Nets reached from selected ports:
(4 px per micron)
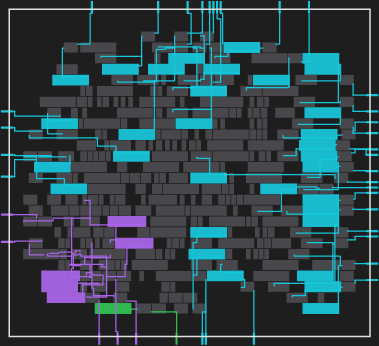
Close-up of the layout:
Region (57, 51) to (77, 71) microns. Cells in gray, sequential cells in the stronger gray; small squares are vias.
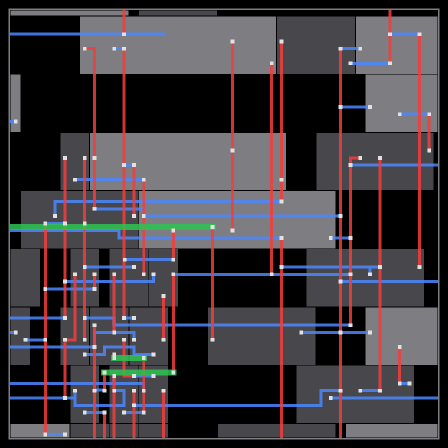
Design sipo_frame_controller, sky130hd; sources not shown.
==> flow_summary.rst <==
Flow metrics
------------

.. list-table::
   :header-rows: 1

   * - Metric
     - Value
   * - Status
     - finished clean
   * - Top area cell types
     - dfrtp_1 59%, mux2_4 15%, nand2_1 8.4%
   * - Mean number of vias per cell
     - 5.08
   * - Via count
     - 2,047
   * - Type of the worst setup path
     - reg2reg
   * - Via count of the first global-routing pass
     - 2,012
   * - Worst slew pin tran
     - 0.509 ns
   * - Clk sinks
     - 72
   * - Share of the clock period used by the worst path after layout
     - 97.5%
   * - Top cell type's share of synthesized area
     - 59.4%
   * - RSZ-0062 raised after global routing
     - false
   * - Endpoint type of the worst setup path
     - flop
   * - Floorplan Utilization
     - 51.6%
   * - Cell count after placement
     - 384
   * - Nets
     - 325
   * - CP Data Arrival Time
     - 2.12 ns
   * - Max reg flops
     - 32
   * - Part of the Yosys area used for sequential elements
     - 59.4%
   * - DRC viols
     - 0
   * - Overall overflow remaining after global route
     - 0
   * - Maximum Capacitance Violations
     - 0
   * - Total leakage power
     - 1.73 nW
   * - Most frequent cells after synthesis
     - 72 x dfrtp_1, 68 x nand2_1, 35 x a21oi_1
   * - Initial drt markers
     - 174
   * - Area occupied by multi-input gates
     - 1150 sq um
   * - Slack of the critical path
     - 0.0476 ns
   * - Total Routing Usage GR
     - 17.2%
   * - Area of the placeable core
     - 5890 sq um
   * - Min Tclk post-route
     - 1.85 ns
   * - Maximum number of pins on one net before global-route repair
     - 73
   * - Upper clock frequency limit
     - 540 MHz
   * - Minimum setup slack after placement
     - 0.0570 ns
   * - Most frequent cell after synthesis
     - dfrtp_1
   * - Wire length of the first global-routing pass
     - 9830 microns
   * - Routed length per placed instance
     - 14.0 microns
   * - Final setup fails
     - 0
   * - CTS Buf Count
     - 9
   * - Kind of start point of the critical path
     - flop
   * - Count of library flops with an enable pin
     - 0
   * - Chip area
     - 7320 sq um
   * - Yosys synthesis warning count
     - 0
   * - Share of async-settable or async-resettable flops after synthesis
     - 100%
   * - Non-Filler Instances
     - 403
   * - Total power after layout
     - 2.94 mW
   * - Total count of max-transition violations in the final report
     - 0
   * - Share of final-layout standard cells stronger than drive strength 1
     - 24.1%
   * - First drt pass iteration count
     - 4
   * - Ant. Diodes
     - 0
   * - Synthesis-to-layout area growth
     - 28.8%
   * - Die height
     - 81.4 microns
   * - Number of fillers in the final layout
     - 434
   * - Slew HR
     - 66.0%
   * - Yosys cell types
     - 26
   * - Initial antenna violation count
     - 0
   * - Longest individual stage delay on the worst path
     - 0.64 ns
   * - Largest voltage drop on the vdd net
     - 0.394 mV
   * - Number of nets still failing antenna checks after routing
     - 0
   * - Leading register cell type out of synthesis
     - dfrtp_1
   * - #FFs+latches synth
     - 72
   * - Flip-flop and latch area
     - 1810 sq um
   * - Level count of the clock H-tree
     - 3
   * - Final hold vios
     - 0
   * - Number of buffers on the longest clock path
     - 2
   * - Largest fanout of any net on the critical path
     - 7
   * - Hold slack final
     - 0.417 ns
   * - Avg Cell Area, Syn
     - 12.0 sq um
   * - Crit path max-delay cell type
     - or4b_2
   * - Cell repeated most along the worst path
     - ha_4
   * - Clock skew after layout
     - 0.00720 ns
   * - Path category of the worst min-delay check
     - in2async
   * - Summed standard-cell area reported by yosys
     - 3040 sq um
   * - GP Congestion
     - 0.782
   * - Clk root buf
     - clkbuf_8
   * - Cell type with the highest aggregate area in the netlist
     - dfrtp_1
   * - CTS tree
     - built
   * - Req. time, crit path
     - 2.16 ns
   * - Clk slew on worst S/H paths
     - 0.07 ns
   * - Critical path cell sequence
     - ha_4 > and3_4 > ha_4 > or4b_2 > a21oi_2
   * - Cell row count
     - 26
   * - Syn nets
     - 264
   * - Count of tool warnings
     - 28
   * - Post-synthesis cell count from yosys
     - 253
   * - Synthesized cell area
     - 3040 sq um
   * - P per Cell Area
     - 753 nW/um^2
   * - Depth of the worst register-to-register path
     - 5
   * - Die extent in x
     - 89.8 microns
   * - Final Util
     - 66.4%
   * - Post-synthesis cell count
     - 253
   * - Total routed wirelength
     - 5660 microns
   * - Sum of net half-perimeters after detailed placement
     - 3710 microns
   * - Register-to-register setup slack
     - 0.05 ns
   * - Insertion Delay late pin
     - 0.34 ns
About 'nets reached from selected ports':
Purple shows bit_count, bits 5, direction output, end cells 5, wire 244 microns. Green shows partial_drop, bits 1, direction output, end cells 1, wire 14.6 microns. Cyan shows out_data, bits 32, direction output, end cells 32, wire 888 microns.
I/O pin total: 49
PortBufs: 48

About 'close-up of the layout':
Green shows met3. Blue shows met1. Red shows met2.
Most frequent: nand2_1 (8), mux2_4 (4). Sequential cells in the window: 3. 20 logic cells have their middle in the window.

[cells by family (layout without fill, tap and decap cells)]
group           Yosys count  after routing  share of synthesized area, %
compound gates           46             46                          8.20
buf+inv                  19             85                          4.37
fa+ha+maj                 3              3                          1.24
simple gates             81             81                          11.3
mux                      32             32                          15.6
flops                    72             72                          59.4
[through the flow]
stage | setup TNS, ns | cell area (sq um)
3_5_place_dp | 0 | 3680
5_1_grt | 0 | 3910
6_report | 0 | 3910
2_1_floorplan | -0.478 | 3080
4_1_cts | 0 | 3890
3_3_place_gp | 0 | 3680
[worst max-delay path: cells and delay by family, from the launching register on]
family                   cells  cell delay, ns
AND/OR/NAND/NOR              2            0.82
AND-OR/OR-AND                1            0.14
flip-flops                   1            0.46
adder cells (fa/ha/maj)      2            0.35
[metal layers]
metal | global-route usage, % | part of all wire [%] | routed length [microns] | vias up
li1 | - | - | - | 974
met1 | 22.0 | 45 | 2540 | 1010
met2 | 28.6 | 49 | 2770 | 56
met3 | 5.13 | 4.9 | 280 | 7
met4 | 5.97 | 1.2 | 66 | 0
met5 | 0 | 0 | 0 | -
[power breakdown]
| part | internal [mW] | switching (mW) | leakage [nW] |
|---|---|---|---|
| Clock | 0.605 | 0.565 | 0.0952 |
| Combinational | 0.0709 | 0.125 | 0.641 |
| Sequential | 1.55 | 0.0233 | 0.990 |
[cells in the final DEF, fill, tap and decap left out, types with 3 or more instances in the layout]
cell	instances
nand2_1	68
dfrtp_2	5
clkdlybuf4s50_1	47
inv_1	5
clkbuf_8	9
mux2_4	30
buf_4	12
dfrtp_1	67
nand3_1	3
a21oi_1	34
o21ai_0	3
buf_12	3
[area by class of cell]
type                    count  share of cell area [%]
clock inverters             7                    1.86
clock buffers               9                    3.17
inverters                   5                   0.480
multi-input cells         162                    29.3
repair buffers             64                    16.3
well taps                  84                    2.69
flip-flops and latches     72                    46.2
[timing repair]
item                                   in CTS  in global routing
hold buffers                                1                  0
gates resized                               0                  1
endpoints found under the hold margin      72                  0
buffers inserted                            0                  2
setup endpoints to repair                   0                  1
No activity file was given, so power comes from the tool's default toggle rates.
